===== src/rtl/la_pkg.sv =====
// Shared types and defaults for the logic-analyser capture path.
package la_pkg;
    localparam int LA_N         = 16;
    localparam int LA_AW        = 10;
    localparam int PRIME_CYCLES = 2;

    typedef enum logic [2:0] {
        S_IDLE,
        S_PRIME,
        S_PRE,
        S_WAIT,
        S_POST,
        S_DONE
    } state_t;
endpackage


===== src/rtl/capture_addr_ctr.sv =====
// Wrapping sample-RAM write address counter; clear has priority over increment.
module capture_addr_ctr
    import la_pkg::*;
#(
    parameter int AW = LA_AW
) (
    input  logic          clk,
    input  logic          nreset,
    input  logic          i_clr,
    input  logic          i_inc,
    output logic [AW-1:0] o_addr
);

    logic [AW-1:0] r_addr;

    always_ff @(posedge clk or negedge nreset) begin
        if (!nreset) begin
            r_addr <= '0;
        end else if (i_clr) begin
            r_addr <= '0;
        end else if (i_inc) begin
            r_addr <= r_addr + AW'(1);
        end
    end

    assign o_addr = r_addr;

endmodule


===== src/rtl/capture_sequencer.sv =====
// Run-control FSM for one acquisition: prime the edge coder, fill pre-trigger history, trigger, post-fill.
// Optional trigger timeout is built when TRIG_TIMEOUT_EN is defined.
module capture_sequencer
    import la_pkg::*;
#(
    parameter int N  = LA_N,
    parameter int AW = LA_AW,
    parameter int TW = 16
) (
    input  logic          clk,
    input  logic          nreset,
    input  logic          arm,
    input  logic          abort,
    input  logic [N-1:0]  edge_in,
    input  logic [N-1:0]  trig_mask,
    input  logic [AW-1:0] pre_cnt,
    input  logic [AW-1:0] post_cnt,
    output logic          coder_en,
    output logic          wr_en,
    output logic [AW-1:0] wr_addr,
    output logic          busy,
    output logic          triggered,
    output logic [AW-1:0] trig_addr,
    output logic          done
`ifdef TRIG_TIMEOUT_EN
    ,
    input  logic [TW-1:0] timeout_lim,
    output logic          timed_out
`endif
);

    localparam logic [AW:0]   DEPTH      = (AW+1)'(1) << AW;
    localparam logic [AW-1:0] PRIME_LAST = AW'(PRIME_CYCLES - 1);

    state_t        r_state, w_next;
    logic [AW-1:0] r_pre, r_post, r_cnt;
    logic          r_triggered;
    logic [AW-1:0] r_trig_addr;
    logic          w_arm_ok, w_edge_hit, w_force, w_trig;
    logic          w_run, w_wr, w_done, w_cnt_run;
    logic [AW:0]   w_sum;
    logic [AW-1:0] w_pre_eff;

    if (TW < 1) begin : g_bad_tw
        $error("TW must be at least 1");
    end

    assign w_arm_ok   = arm & ~abort & ((r_state == S_IDLE) | (r_state == S_DONE));
    assign w_edge_hit = |(edge_in & trig_mask);
    assign w_trig     = (r_state == S_WAIT) & (w_edge_hit | w_force);

    // Clamp so the trigger sample survives the circular overwrite; ~post == 2**AW-1-post.
    assign w_sum     = {1'b0, pre_cnt} + {1'b0, post_cnt} + (AW+1)'(1);
    assign w_pre_eff = (w_sum > DEPTH) ? ~post_cnt : pre_cnt;

`ifdef TRIG_TIMEOUT_EN
    logic [TW-1:0] r_to_cnt;
    logic          r_timed_out;

    assign w_force = (timeout_lim != '0) && (r_to_cnt == timeout_lim);

    always_ff @(posedge clk or negedge nreset) begin
        if (!nreset) begin
            r_to_cnt    <= '0;
            r_timed_out <= 1'b0;
        end else begin
            r_to_cnt <= (r_state == S_WAIT) ? r_to_cnt + TW'(1) : '0;
            if (abort || w_arm_ok) begin
                r_timed_out <= 1'b0;
            end else if (w_trig && w_force && !w_edge_hit) begin
                r_timed_out <= 1'b1;
            end
        end
    end

    assign timed_out = r_timed_out;
`else
    assign w_force = 1'b0;
`endif

    always_comb begin
        w_next    = r_state;
        w_run     = 1'b0;
        w_wr      = 1'b0;
        w_done    = 1'b0;
        w_cnt_run = 1'b0;
        case (r_state)
            S_IDLE: if (arm) w_next = S_PRIME;
            S_PRIME: begin
                w_run     = 1'b1;
                w_cnt_run = 1'b1;
                if (r_cnt == PRIME_LAST) w_next = (r_pre == '0) ? S_WAIT : S_PRE;
            end
            S_PRE: begin
                w_run     = 1'b1;
                w_wr      = 1'b1;
                w_cnt_run = 1'b1;
                if (r_cnt == r_pre - AW'(1)) w_next = S_WAIT;
            end
            S_WAIT: begin
                w_run = 1'b1;
                w_wr  = 1'b1;
                if (w_trig) w_next = (r_post == '0) ? S_DONE : S_POST;
            end
            S_POST: begin
                w_run     = 1'b1;
                w_wr      = 1'b1;
                w_cnt_run = 1'b1;
                if (r_cnt == r_post - AW'(1)) w_next = S_DONE;
            end
            S_DONE: begin
                w_done = 1'b1;
                if (arm) w_next = S_PRIME;
            end
            default: w_next = S_IDLE;
        endcase
        if (abort) w_next = S_IDLE;
    end

    always_ff @(posedge clk or negedge nreset) begin
        if (!nreset) begin
            r_state     <= S_IDLE;
            r_cnt       <= '0;
            r_pre       <= '0;
            r_post      <= '0;
            r_triggered <= 1'b0;
            r_trig_addr <= '0;
        end else begin
            r_state <= w_next;
            // One counter serves the prime, pre and post phases; it restarts on every state change.
            r_cnt   <= (w_cnt_run && (w_next == r_state)) ? r_cnt + AW'(1) : '0;
            if (w_arm_ok) begin
                r_pre  <= w_pre_eff;
                r_post <= post_cnt;
            end
            if (abort || w_arm_ok) begin
                r_triggered <= 1'b0;
            end else if (w_trig) begin
                r_triggered <= 1'b1;
                r_trig_addr <= wr_addr;
            end
        end
    end

    capture_addr_ctr #(.AW(AW)) u_addr (
        .clk    (clk),
        .nreset (nreset),
        .i_clr  (w_arm_ok),
        .i_inc  (w_wr),
        .o_addr (wr_addr)
    );

    assign coder_en  = w_run;
    assign busy      = w_run;
    assign wr_en     = w_wr;
    assign done      = w_done;
    assign triggered = r_triggered;
    assign trig_addr = r_trig_addr;

endmodule

===== config.mk =====
export PLATFORM = sky130hd
export DESIGN_NAME = capture_sequencer
export DESIGN_NICKNAME = d
export VERILOG_FILES = /design/src/rtl/la_pkg.sv /design/src/rtl/capture_addr_ctr.sv /design/src/rtl/capture_sequencer.sv
export SDC_FILE = /design/constraint.sdc
export NUM_CORES = 1
export LEC_CHECK = 0
export CAP_MARGIN = 10
export CORE_MARGIN = 10
export CORE_UTILIZATION = 50
export CTS_CLUSTER_SIZE = 30
export DETAILED_ROUTE_END_ITERATION = 10
export PLACE_DENSITY = 0.79
export SYNTH_ARGS = -nofsm -noshare
export SYNTH_HDL_FRONTEND = slang
export SYNTH_HIERARCHICAL = 1
export SYNTH_SLANG_ARGS = --single-unit

===== constraint.sdc =====
create_clock -name clk -period 6.7 [get_ports clk]
set_input_delay 1.005 -clock clk [delete_from_list [all_inputs] [get_ports clk]]
set_output_delay 1.005 -clock clk [all_outputs]
set_load 0.01 [all_outputs]

Figure 1. Cell outlines without signal wires (run 1).
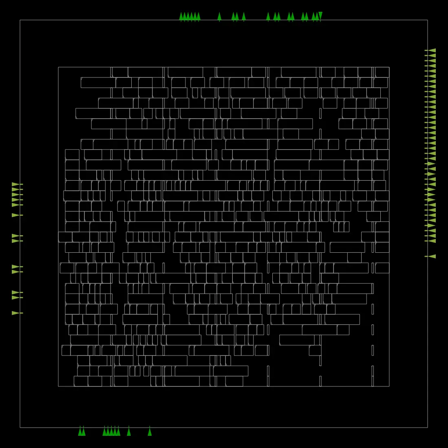
count of sequential standard cells: 54
Util after Layout: 0.653
Well Taps: 99

Figure 2. I/O nets highlighted (run 1).
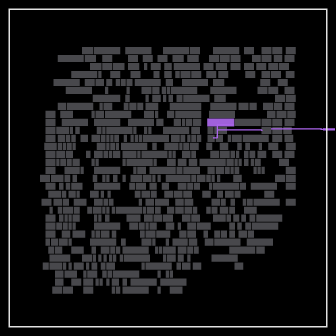
| port | colour | bits | direction | end cells | buffers | wire |
|---|---|---|---|---|---|---|
| triggered | purple | 1 | output | 1 | 1 | 45.2 um |
number of port buffers: 80
number of top-level pins: 81

Figure 3. M3 wires (run 1).
The bar under the picture is 20 um long.
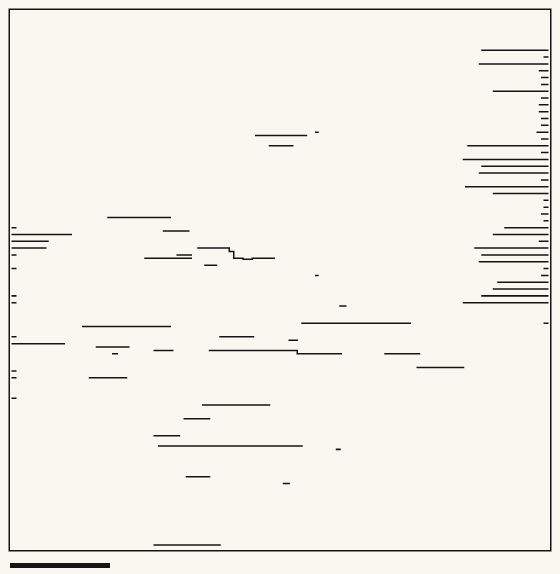
wire length on this layer: 547 um
longest straight run: 28.5 um
main direction: horizontal
share of all routed wire: 5.4%
nets with wire on the layer: 74
post-detailed-routing wire length: 10200 um
via count: 3537
met3 Use GR: 0.0293

==> summary.txt, run 1 <==
Item: results of the latest flow run.

- The run finished with clean final reports.
- Per the repair_timing log after CTS, setup buffers inserted total 0.
- By area the synthesized netlist is led by sky130_fd_sc_hd__dfrtp_1 (35%), sky130_fd_sc_hd__ha_1 (4.9%), sky130_fd_sc_hd__nand2_1 (4.9%).
- The maximum vdd ir drop is 0.0000905 V.
- The post-DP HPWL is 8030 um.
- After global routing the overflow that remains totals 0.
- Leaving out fill and tap cells, the most frequent cell in the layout is sky130_fd_sc_hd__clkdlybuf4s50_1.
- The aggregate global-route resource usage is 0.175.
- CTS placed an instance of sky130_fd_sc_hd__clkbuf_8 at the clock tree root.
- The critical path ends at r_pre[0].
- Clock skew on the completed layout was measured at 0.0124 ns.
- The actual slew at the worst max-slew pin is 1.11 ns.
- The initial antenna violation count came to 0.
- The worst path meets setup with 2.74 ns of slack.
- Entering global routing, the biggest net connects 55 pins.
- The first global-routing pass estimated 17100 um of wire.
- The number of H-tree levels is 2.
- Of all flip-flops after synthesis, the portion carrying an async set or reset was 1.00.
- The number of cells produced by synthesis is 436.
- The count of library flops with an enable pin is 0.
- Summed over all failing endpoints, the final setup total negative slack is 0 ns.
- Post-CTS repair changed the size of 0 cells.
- The switching portion of total power comes to 0.336.
- The portion of synthesized area spent on multiplexers is 0.0375.
- Of the total synthesized cell area, the portion taken by XOR and XNOR cells is 0.0935.
- The area share of the largest cell type after synthesis is 0.352.
- Of the total synthesized cell area, the portion taken by full adders, half adders and majority gates is 0.0541.
- The final timing summary puts the cycle share of the worst path at 0.591.
- The power report attributes to the combinational group a share of 0.316.
- The worst setup path is captured at a flop.
- The routability-driven placement congestion ratio is 0.849.
- For flop-to-flop paths, the worst setup slack is 3.55 ns.
- The largest total area in the synthesized netlist belongs to sky130_fd_sc_hd__dfrtp_1.
- The via count of the first global-routing pass came to 3501.
- Per the final layout report, the fraction of cells sized above drive strength 1 comes to 0.0835.
- For this run, the detailed router's first-pass iteration total came to 5.
- The maximum clock frequency is 252 MHz.
- The met2 global-route usage is 0.286.
- The launching element of the worst setup path is abort.
- The library cells used most frequently in the layout, excluding fill and tap cells, are sky130_fd_sc_hd__clkdlybuf4s50_1 (79), sky130_fd_sc_hd__dfrtp_1 (54), sky130_fd_sc_hd__nand2_1 (50), sky130_fd_sc_hd__nor2_1 (37), sky130_fd_sc_hd__a21oi_1 (22).
- The smallest clock period supported by the final layout is computed as 3.96 ns.
- The area growth from synthesis to layout is 25.2%.
- The worst register-to-register path begins at r_state[0].
- The filler cell count in the final layout is 637.
- The cell leakage power is 1.95 nW.
- After synthesis the cells add up to 3840 um2.
- Counting every net in the synthesized netlist gives 508.
- The post-synthesis area per instance is 8.81 um2.
- The relative contribution of the clock network to total power is 0.243.
- The number of buffers created by CTS is 5.
- According to the floorplan log, the row count is 31.
- The worst slew slack as a fraction of its limit is 0.251.
- The hold violation count in the final report is 0.
- The initial detailed-routing violation count is 241.
- The total internal power is 613 uW.
- Warnings raised by the tools during the run amount to 27.
- The die is 108 um wide.
- The commonest register cell is sky130_fd_sc_hd__dfrtp_1.
- Counting pins that exceed their max-slew limit in the final report gives 0.
- The power density over the cells is 192 nW/um2.
- The floorplan step set the die height to 108 um.
- The capturing point of the worst reg2reg path is r_pre[0].
- STA classifies the critical path startpoint as an input pin.
- The gate-level netlist out of Yosys references 67 unique cell types.
- The script parses the final routing iteration and logs DRC violations as 0.
- The clock-pin slew of the registers on the worst-case setup and hold paths is 0.10 ns.
- In this run the most used layer during global routing was met2.
- The number of buffers between clock root and the deepest sink is 2.
- Setup repair after global routing left no endpoint under its margin.
- The finished cells cover 4810 um2.
- Per the synthesis report, the AND-OR/OR-AND share of the synthesized area is 0.174.
- The net count reported at finish is 574.
- The completed layout was analyzed and its total power is 923 uW.
- The total placed cells including tap cells is 594.
- The worst-case hold slack is 0.520 ns.
- The total setup violations reported at the end of the flow is 0.
- By instance count, the leading cell after synthesis is sky130_fd_sc_hd__dfrtp_1.
- The detail route stage leaves a number of antenna-violating nets equal to 0.
- The data arrival time of the worst path is 4.16 ns.
-- run 1: worst max-delay path, stage by stage --
cell and delay, ns:
sky130_fd_sc_hd__clkdlybuf4s50_1 0.82, sky130_fd_sc_hd__nand2b_1 0.58, sky130_fd_sc_hd__clkinv_1 0.67, sky130_fd_sc_hd__buf_4 0.42, sky130_fd_sc_hd__nand2_1 0.24, sky130_fd_sc_hd__nor3_1 0.08
sky130_fd_sc_hd__a311o_1 0.32
-- run 1: cell type report --
type                    instances  area, um2  share of cell area
multi-input cells             341       2330               0.484
clock inverters                 3       47.5             0.00989
flip-flops and latches         54       1350               0.281
repair buffers                 85        833               0.173
clock buffers                   5       68.8              0.0143
well taps                      99        124              0.0258
inverters                      15       56.3              0.0117
-- run 1: power groups by stage --
stage	clock, mW	combinational (mW)	sequential (mW)
after floorplan	0	0.204	0.395
after global placement	0	0.279	0.411
after detailed placement	0	0.290	0.413
after CTS	0.229	0.292	0.407
after global routing	0.245	0.327	0.413
final	0.225	0.291	0.407
-- run 1: worst min-delay path by stage --
stage            startpoint  slack, ns  cells past startpoint            to
2_1_floorplan     r_post[7]       0.48                      2     r_post[7]
3_3_place_gp   trig_addr[9]       0.49                      1  trig_addr[9]
3_5_place_dp   trig_addr[1]       0.50                      1  trig_addr[1]
4_1_cts        trig_addr[1]       0.52                      1  trig_addr[1]
5_1_grt        trig_addr[4]       0.54                      1  trig_addr[4]
6_report       trig_addr[1]       0.52                      1  trig_addr[1]
-- run 1: metal layers --
metal / vias to the layer above / routed length (um)
met5: - / 0
met4: 0 / 145
met3: 10 / 547
met2: 109 / 4760
met1: 1695 / 4710
li1: 1723 / -
Figure 4. Gate families picked out (run 1).
The bar under the picture is 20 um long.
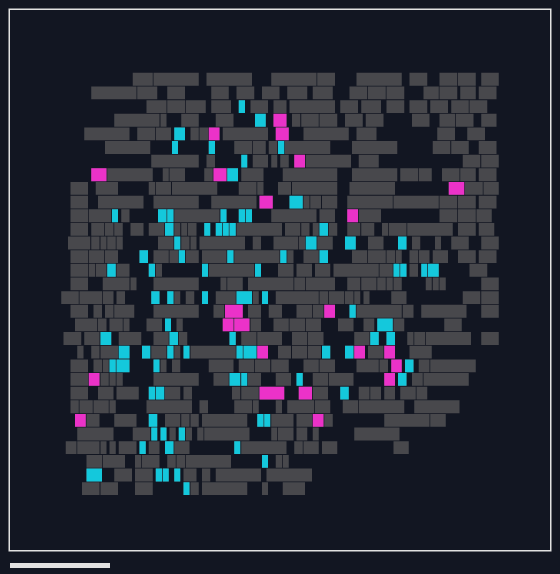

==> run 2, diff against run 1 <==
clock period = 4 ns   (was 6.7 ns; I/O delays follow)
Figure 5. Gate families picked out (run 2).
The bar under the picture is 20 um long.
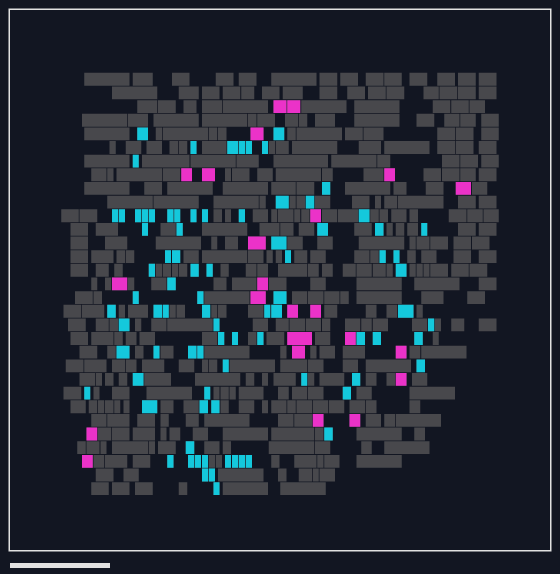
| family | colour | cells |
|---|---|---|
| and/or cells | magenta | 23 |
| nand cells | cyan | 85 |
dominant logic cell type in the layout: sky130_fd_sc_hd__clkdlybuf4s50_1
multi-input gate share of the layout cell area: 0.481
Final Non-Filler Cells: 606

==> summary.txt, run 2 <==
Item: results of the latest flow run.

- The fraction of layout instances using a drive strength above 1 is 0.0907 (+0.00723).
- The count of library flops with an enable pin is 0 (unchanged).
- Summed over all instances, the cell type with the most area after synthesis is sky130_fd_sc_hd__dfrtp_1.
- The number of cells produced by synthesis is 436 (unchanged).
- The synthesized-area fraction occupied by adder cells is 0.0541 (unchanged).
- The number of buffers created by CTS was 5 (unchanged).
- The data arrival time of the worst path is 3.45 ns (-0.71 ns).
- The initial antenna violation count came to 0 (unchanged).
- The maximum vdd ir drop came to 0.000162 V (+79%).
- Traced cell by cell, the critical path runs through clkdlybuf4s50_1 > inv_1 > ha_1 > inv_1 > fa_1 > a211oi_1 > o21ai_0 > a31oi_1 > xnor2_1 > a2111oi_2 > buf_4 > nand3_1 > o311ai_0.
- The synthesis log from Yosys contains 6 warnings.
- The longest individual stage delay on the worst path is 0.45 ns (-0.37 ns).
- The aggregate global-route resource usage is 0.180 (+0.00531).
- The worst clock skew came to 0.00896 ns (-0.00341 ns).
- The run finished with clean final reports.
- Setup repair after global routing left no endpoint under its margin.
- The first-pass GRT wire length is 17600 um (+2.9%).
- The share of the cycle needed by the critical path after routing is 0.812.
- Counting stages on the worst path, the most repeated cell is sky130_fd_sc_hd__inv_1.
- The number of buffers and inverters on the critical path is 4 (+1).
- The via count of the first global-routing pass is 3547 (+1.3%).
- The antenna violation net count after detailed routing is 0 (unchanged).
- By area the synthesized netlist is led by sky130_fd_sc_hd__dfrtp_1 (35%), sky130_fd_sc_hd__ha_1 (4.9%), sky130_fd_sc_hd__nand2_1 (4.9%).
- The combinational cell area excluding buffers and inverters is 2330 um2 (unchanged).
- The launching element of the worst setup path is post_cnt[0].
- The type of element capturing the critical path is a flop.
- Per the CTS log, the root buffer master is sky130_fd_sc_hd__clkbuf_8.
- The final antenna diode tally reported by the flow is 0.
- The number of iterations in the first detailed-routing pass is 5 (unchanged).
- The number of stages on the worst setup path came to 13 (+6).
- The number of input and output port buffers inserted is 80 (unchanged).
- The power density over the cells was 323 nW/um2 (+68%).
- The post-synthesis area per instance is 8.81 um2 (unchanged).
- The length in cells of the worst reg-to-reg path is 7.
- The post-CTS setup repair buffer count came to 0 (unchanged).
- The I/O pin count is 81 (unchanged).
- The actual slew at the worst max-slew pin is 0.707 ns (-0.407 ns).
- The multiplexer share of the synthesized area was 0.0375 (unchanged).
- The clock-pin slew of the registers on the worst-case setup and hold paths is 0.10 ns (about the same).
- The pin count of the biggest net entering global routing is 30 (-45%).
- The number of buffers between clock root and the deepest sink came to 2 (unchanged).
- The aggregate negative setup slack was 0 ns (unchanged).
- The growth of design area from synthesis to finish is 26.0%.
- The async set or reset register ratio after synthesis was 1.00 (unchanged).
- The horizontal die dimension is 108 um (unchanged).
- The net count reported at finish is 578 (+0.70%).
- The worst setup path is launched from an input pin.
- The number of max-slew violations in the final report is 0 (unchanged).
- The total vias in the final route is 3644 (+3.0%).
- The worst slew slack as a fraction of its limit is 0.527 (+0.276).
- The y dimension of the die is 108 um (unchanged).
- The cell leakage power is 1.97 nW (+1.0%).
- The family with the most delay on the worst path is AND-OR/OR-AND gates.
- The part of the Yosys area used for sequential elements is 0.352.
- The number of gates resized after CTS came to 0 (unchanged).
- The source of the worst register-to-register timing path is r_pre[5].
- The OpenROAD warning count is 27 (unchanged).
- In the layout the commonest cells are sky130_fd_sc_hd__clkdlybuf4s50_1 (79), sky130_fd_sc_hd__dfrtp_1 (54), sky130_fd_sc_hd__nand2_1 (50), sky130_fd_sc_hd__nor2_1 (37), sky130_fd_sc_hd__a21oi_1 (22).
- The post-DP HPWL was 8360 um (+4.1%).
- The most frequent cell after synthesis is sky130_fd_sc_hd__dfrtp_1.
- The total setup violations reported at the end of the flow was 0 (unchanged).
- The hold violation count in the final report came to 0 (unchanged).
- The routability-driven placement congestion ratio is 0.989 (+17%).
- For the finished layout, the period the worst path requires is 3.25 ns.
- The number of H-tree levels is 2 (unchanged).
- The share of the synthesized netlist area taken by xor and xnor gates was 0.0935 (unchanged).
- The final global-route overflow total is 0 (unchanged).
- The cell with the largest stage delay on the worst path is sky130_fd_sc_hd__clkdlybuf4s50_1.
- The net count of the mapped netlist is 508 (unchanged).
- The cell area after technology mapping is 3840 um2 (unchanged).
- The total wire length is 10600 um (+4.2%).
- The sum of internal, switching and leakage power is 1.56 mW (+69%).
- The area share of the largest cell type after synthesis is 0.352 (unchanged).
Figure 6. Cell outlines without signal wires (run 2).
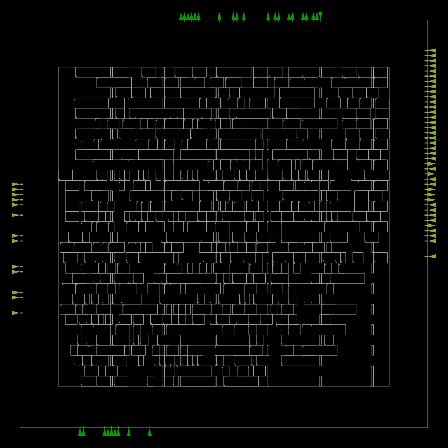
number of fillers in the final layout: 641
share of cell area taken by flip-flops and latches: 0.279
Util after Layout: 0.657
Row Count: 31
area inside the core boundary: 7370 um2

==> run 2: cell counts after synthesis <==
No cell type changed its count.
==> run 2: final cells by class <==
cell class                      count  share of cell area
Multi-Input combinational cell    341               0.481
Sequential cell                    54               0.279
Timing Repair Buffer               89               0.178
Tap cell                           99              0.0256
Clock buffer                        5              0.0142
Inverter                           15              0.0116
Clock inverter                      3             0.00982
==> run 2: cell families (layout without fill, tap and decap cells) <==
| logic type | Yosys count | in the layout |
|---|---|---|
| compound gates | 91 | 91 |
| xor+xnor | 41 | 41 |
| fa+ha+maj | 16 | 16 |
| buf+inv | 41 | 112 |
| flops | 54 | 54 |
| mux | 13 | 13 |
| simple gates | 180 | 180 |
==> run 2: worst paths after layout <==
check	end	slack (ns)
hold reg to reg	trig_addr[1]	0.52
setup / recovery	r_pre[5]	0.75
max in group asynchronous	trig_addr[5]	2.90
hold / removal	r_post[1]	0.29
setup reg to reg	r_cnt[2]	1.26
min in group clk	trig_addr[1]	0.52
==> run 2: stage by stage <==
stage	cell area (um2)	hold WS, ns	setup WS, ns
after detailed placement	4720	0.500	0.430
after global placement	4720	0.489	0.605
after CTS	4840	0.315	0.745
after floorplan	3840	0.304	1.04
final	4840	0.290	0.754
after global routing	4840	0.334	0.446
==> run 2: where the power goes <==
group	switching [mW]	leakage (nW)	internal, mW	total (mW)
Combinational	0.255	1.19	0.242	0.497
Clock	0.192	0.0587	0.190	0.382
Sequential	0.0851	0.721	0.598	0.684
==> run 2: metal layers <==
metal | track usage | wire length [um] | vias up
li1 | - | - | 1734
met5 | 0 | 0 | -
met2 | 0.299 | 4950 | 139
met4 | 0.0601 | 226 | 0
met1 | 0.234 | 4790 | 1755
met3 | 0.0263 | 623 | 16
Figure 7. I/O nets highlighted (run 2).
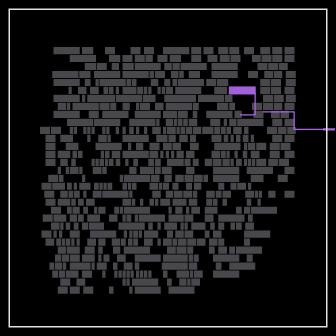

==> run 3, diff against run 2 <==
CORE_UTILIZATION = 47   (was 50)
PLACE_DENSITY = 0.77   (was 0.79)
clock period = 2.7 ns   (was 4 ns; I/O delays follow)
Figure 8. I/O nets highlighted (run 3).
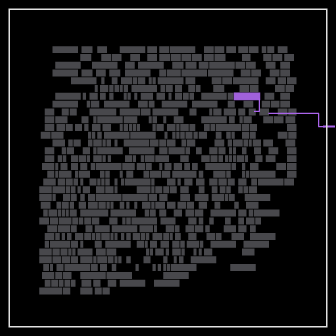
| port | colour | bits | direction | end cells | buffers | wire |
|---|---|---|---|---|---|---|
| triggered | purple | 1 | output | 1 | 1 | 30.4 um |

Figure 9. M3 wires (run 3).
The bar under the picture is 20 um long.
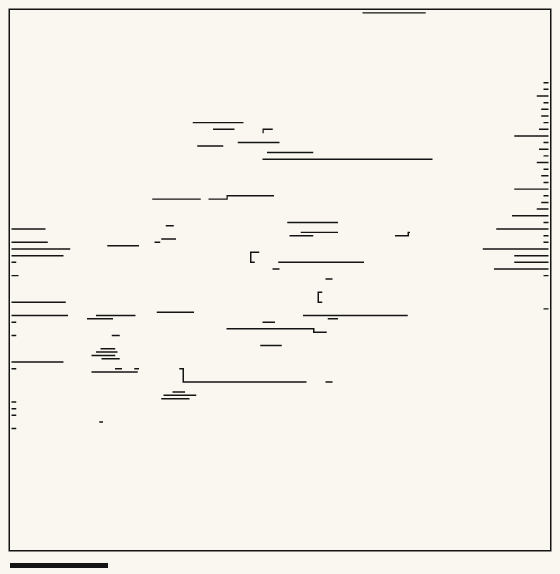
share of all routed wire: 4.5%
main direction: horizontal
wire length on this layer: 482 um
nets with wire on the layer: 81
post-detailed-routing wire length: 10700 um
via count: 3764

==> summary.txt, run 3 <==
Item: results of the latest flow run.

- The number of inserted diodes was 0 (unchanged).
- The routability-driven placement congestion ratio is 0.874 (-12%).
- The maximum vdd ir drop is 0.000263 V (+62%).
- Among all cell types in the netlist, the one instantiated most often is sky130_fd_sc_hd__dfrtp_1.
- The number of cells produced by synthesis is 436 (unchanged).
- The net count of the mapped netlist is 508 (unchanged).
- The number of input and output port buffers inserted is 80 (unchanged).
- The longest individual stage delay on the worst path is 0.37 ns (-0.08 ns).
- According to the timing report, the critical path is launched from post_cnt[0].
- The flow ran to the end, and the final reports show no timing, DRC or antenna violations.
- The hold violation count in the final report is 0 (unchanged).
- The horizontal die dimension is 110 um (+2.6%).
- The final core utilization is 0.678 (+0.0209).
- The length in cells of the worst reg-to-reg path is 10 (+3).
- The cell area after technology mapping is 3840 um2 (unchanged).
- The number of buffers between clock root and the deepest sink came to 2 (unchanged).
- The fraction of layout instances using a drive strength above 1 is 0.203 (+0.112).
- The antenna violation net count after detailed routing is 0 (unchanged).
- The synthesized-area fraction occupied by adder cells is 0.0541 (unchanged).
- The core area was 7850 um2 (+6.5%).
- The relative contribution of the clock network to total power is 0.204 (-0.041).
- The data arrival time of the worst path is 2.80 ns (-0.65 ns).
- The number of H-tree levels was 2 (unchanged).
- The cell sequence reported for the critical path is clkbuf_2 > inv_2 > ha_4 > inv_2 > fa_2 > a211oi_4 > buf_4 > nor2_1 > mux2i_1 > nand4_1 > a2111oi_4 > buf_4 > nor3_2 > a311o_1.
- The switching part of the total power is 0.350 (+0.00930).
- The initial antenna violation count was 0 (unchanged).
- The power share of the combinational group came to 0.376 (+0.058).
- The main power-consuming group is registers.
- Counting only logic cells after layout, the most numerous master is sky130_fd_sc_hd__clkdlybuf4s50_1.
- Looking at area per cell type in the netlist, the leader is sky130_fd_sc_hd__dfrtp_1.
- The cell leakage power is 2.27 nW (+15%).
- The count of library flops with an enable pin is 0 (unchanged).
- The async set or reset register ratio after synthesis is 1.00 (unchanged).
- Per the run report, area growth between synthesis and finish was 38.4%.
- Per STA, the worst path accumulates the most delay in the family AND-OR/OR-AND gates.
- The power attributed to sequential cells is 985 uW (+44%).
- The total internal power came to 1.53 mW (+48%).
- The startpoint type of the worst setup path is an input pin.
- The main area contributors are sky130_fd_sc_hd__dfrtp_1 (35%), sky130_fd_sc_hd__ha_1 (4.9%), sky130_fd_sc_hd__nand2_1 (4.9%).
- STA classifies the critical path endpoint as a flop.
- The power density over the cells was 441 nW/um2 (+37%).
- The area share of the largest cell type after synthesis is 0.352 (unchanged).
- The post-layout worst setup margin is 0.102 ns (-0.651 ns).
- The aggregate negative setup slack was 0 ns (unchanged).
- The worst setup timing slack at the placement stage is -0.644 ns (-1.07 ns).
- The clock-pin slew of the registers on the worst-case setup and hold paths is 0.11 ns (about the same).
- The reported net switching power is 820 uW (+54%).
- The actual slew at the worst max-slew pin is 0.674 ns (-0.0328 ns).
- The post-DP HPWL came to 8370 um (about the same).
- The reg2reg setup slack was 0.13 ns (-1.13 ns).
- The number of buffers and inverters on the critical path is 5 (+1).
- The post-synthesis area per instance is 8.81 um2 (unchanged).
- The final global-route overflow total is 0 (unchanged).
- The cell area after placement was 5030 um2 (+6.5%).
- The via count of the first global-routing pass is 3641 (+2.7%).
- The I/O pin count is 81 (unchanged).
- Ranking logic cells in the layout by count gives the top entries sky130_fd_sc_hd__clkdlybuf4s50_1 (69), sky130_fd_sc_hd__dfrtp_1 (54), sky130_fd_sc_hd__buf_4 (53), sky130_fd_sc_hd__nand2_1 (50), sky130_fd_sc_hd__nor2_1 (37).
- The worst clock skew came to 0.0125 ns (+0.00355 ns).
- The worst slew slack as a fraction of its limit is 0.551 (+0.0236).
- The net count reported at finish is 624 (+8.0%).
- The share of the synthesized netlist area taken by xor and xnor gates was 0.0935 (unchanged).
- The OpenROAD warning count is 27 (unchanged).
- The pin count of the biggest net entering global routing is 55 (+83%).
- The timing report shows that the slowest cell on the worst path is sky130_fd_sc_hd__fa_2.
- The first-pass GRT wire length is 17500 um (-0.27%).
- The worst register-to-register path begins at r_pre[1].
- The y dimension of the die came to 110 um (+2.6%).
==> run 3: cell counts after synthesis <==
No cell type changed its count.
==> run 3: layer usage <==
| metal | track usage | share of wire | vias up |
|---|---|---|---|
| met4 | 0.0406 | 0.013 | 0 |
| met3 | 0.0249 | 0.045 | 13 |
| met2 | 0.282 | 0.49 | 131 |
| met5 | 0 | 0 | - |
| li1 | - | - | 1822 |
| met1 | 0.206 | 0.45 | 1798 |
==> run 3: how the worst min path moves through the flow <==
| stage | from | end |
|---|---|---|
| after floorplan | nreset | r_cnt[0] |
| after detailed placement | trig_addr[6] | trig_addr[6] |
| after global placement | trig_addr[5] | trig_addr[5] |
| after CTS | nreset | trig_addr[1] |
| after global routing | nreset | trig_addr[1] |
| final | nreset | trig_addr[1] |
==> run 3: what timing repair did <==
item | in CTS | in global routing
endpoints found under the setup margin | 10 | 20
pin swaps | 8 | 17
gates cloned | 1 | 0
gates resized | 9 | 34
buffers inserted | 2 | 5
hold buffers | 0 | 0
==> run 3: area by class of cell <==
type                    instances  area, um2
well taps                     102        128
repair buffers                135       1240
multi-input cells             341       2450
inverters                      15       56.3
flip-flops and latches         54       1350
clock buffers                   5       68.8
fillers                       636       2530
clock inverters                 3       26.3
==> run 3: kinds of logic after synthesis <==
logic type | Yosys count
AND-OR/OR-AND | 91
XOR/XNOR | 41
buffers and inverters | 41
multiplexers | 13
adder cells (fa/ha/maj) | 16
AND/OR/NAND/NOR | 180
flip-flops | 54
==> run 3: through the flow <==
step	hold slack (ns)	std cells	total power, mW
after detailed placement	0.498	639	1.82
after CTS	0.225	650	2.31
after floorplan	0.109	436	1.49
after global routing	0.287	655	2.49
final	0.199	655	2.35
after global placement	0.489	639	1.79
Power and IR drop assume default switching activity.
